<file path="src/rtl/serial_subtractor.sv">
// serial_subtractor: bit-serial D = A - B - Bin, LSB first, one full-subtractor cell plus borrow flop.
module serial_subtractor #(
  parameter int WIDTH = 8
) (
  input  logic             clk,
  input  logic             rst,
  input  logic             start,
  input  logic [WIDTH-1:0] A,
  input  logic [WIDTH-1:0] B,
  input  logic             Bin,
  output logic [WIDTH-1:0] D,
  output logic             Bout,
  output logic             V,
  output logic             busy,
  output logic             done
);
  localparam int CW = $clog2(WIDTH);
  typedef enum logic [1:0] {IDLE, SHIFT, DONE} state_t;
  state_t state;
  logic [WIDTH-1:0] a_sh, b_sh;
  logic [CW-1:0] cnt;
  logic br, a_i, b_i, d_i, br_next;
  assign a_i = a_sh[0];
  assign b_i = b_sh[0];
  assign d_i = a_i ^ b_i ^ br;
  assign br_next = (~a_i & b_i) | (~(a_i ^ b_i) & br);
  always_ff @(posedge clk or posedge rst) begin
    if (rst) begin
      state <= IDLE;
      a_sh <= '0;
      b_sh <= '0;
      br <= 1'b0;
      cnt <= '0;
      D <= '0;
      Bout <= 1'b0;
      V <= 1'b0;
      busy <= 1'b0;
      done <= 1'b0;
    end else begin
      case (state)
        SHIFT: begin
          a_sh <= a_sh >> 1;
          b_sh <= b_sh >> 1;
          br <= br_next;
          D <= {d_i, D[WIDTH-1:1]};
          cnt <= cnt + CW'(1);
          // last bit: br is the borrow into the MSB, br_next the borrow out
          if (cnt == CW'(WIDTH-1)) begin
            V <= br ^ br_next;
            Bout <= br_next;
            busy <= 1'b0;
            done <= 1'b1;
            state <= DONE;
          end
        end
        default: begin
          done <= 1'b0;
          if (start) begin
            a_sh <= A;
            b_sh <= B;
            br <= Bin;
            cnt <= '0;
            D <= '0;
            busy <= 1'b1;
            state <= SHIFT;
          end else begin
            state <= IDLE;
          end
        end
      endcase
    end
  end
endmodule

</file>
<file path="config.mk">
export PLATFORM = sky130hd
export DESIGN_NAME = serial_subtractor
export DESIGN_NICKNAME = d
export VERILOG_FILES = /design/src/rtl/serial_subtractor.sv
export SDC_FILE = /design/constraint.sdc
export NUM_CORES = 1
export LEC_CHECK = 0
export ABC_AREA = 0
export CORE_MARGIN = 1.5
export CORE_UTILIZATION = 35
export CTS_BUF_LIST = sky130_fd_sc_hd__clkbuf_8
export DETAILED_ROUTE_END_ITERATION = 6
export PLACE_DENSITY = 0.64
export SLEW_MARGIN = 10
export SYNTH_ARGS = -nofsm -noshare
export SYNTH_HDL_FRONTEND = slang
export SYNTH_SLANG_ARGS = --single-unit
export TNS_END_PERCENT = 5
</file>
<file path="constraint.sdc">
create_clock -name clk -period 1.55 [get_ports clk]
set_input_delay 0.2325 -clock clk [delete_from_list [all_inputs] [get_ports clk]]
set_output_delay 0.2325 -clock clk [all_outputs]
set_load 0.005 [all_outputs]
</file>
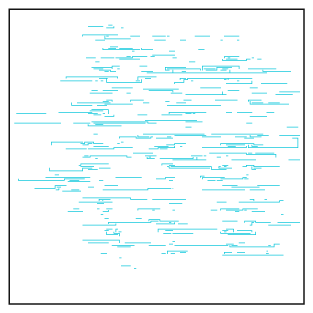
(images/m1.png)
Scale: 4 px per um.
nets with wire on the layer: 156
main direction: horizontal

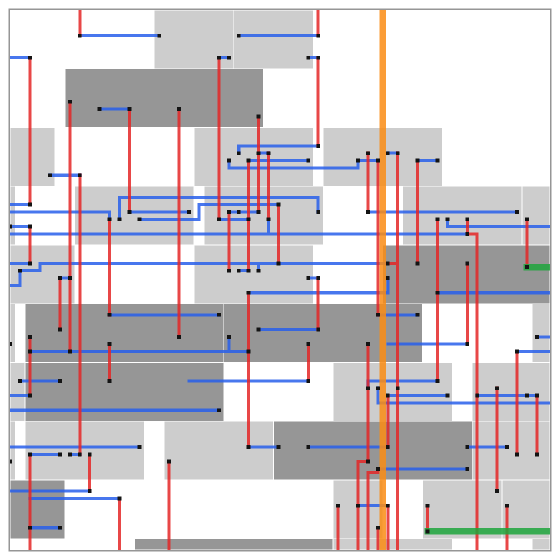
(images/closeup.png)
Window x 43 to 68, y 43 to 68 um. Cells in grey, sequential cells in the stronger grey; small squares are vias.
[M4] orange
[M3] green
[M1] blue
[M2] red
most frequent: mux2_4 (10), dfrtp_1 (6), clkdlybuf4s50_1 (5)
cells with their middle in the window: 23
sequential cells in the window: 6
netlist names of flops here include: a_sh (5), b_sh (1)

==> summary.txt <==
impl run done, here's what came out: Biggest Area Class registers, clock sink count 33, CP Cell Sequence fa_1 > xnor2_1 > mux2_2, Final nets 172, ys flops 33, crit-path max FO 3, GP Congestion 0.686, Setup crit end kind flop, met2 wire length 1400 um, P_sw 1.08 mW, crit path buf inv count 0, CP startpoint kind flop, Worst VDD drop 735 uV, dpl ws -0.0854 ns, Pre-Place Util 0.364, n_diodes 0, Largest stage delay, worst path 0.49 ns, IO buf count 31, multi-input gates 69, Antenna Violating Nets Remaining 0, part of the cycle the worst path needs 0.916, multi-input combinational area share 0.373, layout clock buffer count 6, sw frac 0.279, met1 Usage GRT 0.166, final setup vio count 0, Crit path max-delay family adder cells, antenna violations before repair 0, status completed, hpwl dp 2040 um, PwrDens 1750 mW/mm^2, fraction of layout cells with a size suffix above 1 0.336, post-route setup slack 0.130 ns, Fin Setup TNS 0 ns, part of the power in combinational logic 0.459, Yosys cell types 16, area of the core 0.00475 mm^2, n_taps 67, Adder Area Share 0.0260, CTS Hold Bufs 0, DR WL/cell 13.7 um, area fraction in compound gates after synthesis 0.00578, Top logic family multiplexers, worst path required time 1.71 ns, DRC 0, Reg area 826 um^2, Commonest Layout Cell mux2_4, met3 Track Usage GR 0.0302, TritonCTS clock tree done, 1st-iter DRT viols 46, inverters 5, clk buf depth 2, Die Span X 73.3 um, biggest registers after layout D: 8 flops, a_sh: 8 flops, b_sh: 8 flops, met3 routed WL 111 um, Yosys top cell area share 0.477, Inserted Clock Buffers 5, max layer used met4, xor/xnor share 0.00506, Pint 2.78 mW, Worst-Margin Slew 0.415 ns, vias per inst 4.49, P_seq 1.45 mW, CP endpoint V$_DFFE_PP0P_, Data buffer area share 0.166, first-pass GRT wire length 4970 um, slowest library cell on the worst path fa_1, largest power group combinational cells, top cells by area dfrtp_1, mux2_4, nor2b_1, Synth warnings 0, Tot GR Track Use 0.124, mux frac, synth 0.371, Final Cell Area 0.00220 mm^2, Core Util, Final 0.463, OpenROAD warning count 26, async set-reset flop share out of synthesis 1.00, clock-pin slew on the worst setup and hold paths 0.06 ns, Final Skew 0.00515 ns, Cells after Synth 114, RSZ-0062 raised after global routing no
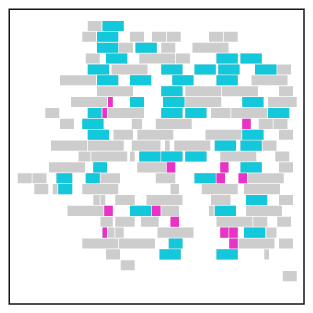
(images/gates.png)
Scale: 4 px per um.
[nor cells] magenta | cells: 14 | most used: nor2b_1
[mux cells] cyan | cells: 45 | most used: mux2_4

No activity file was given, so power comes from the tool's default toggle rates.
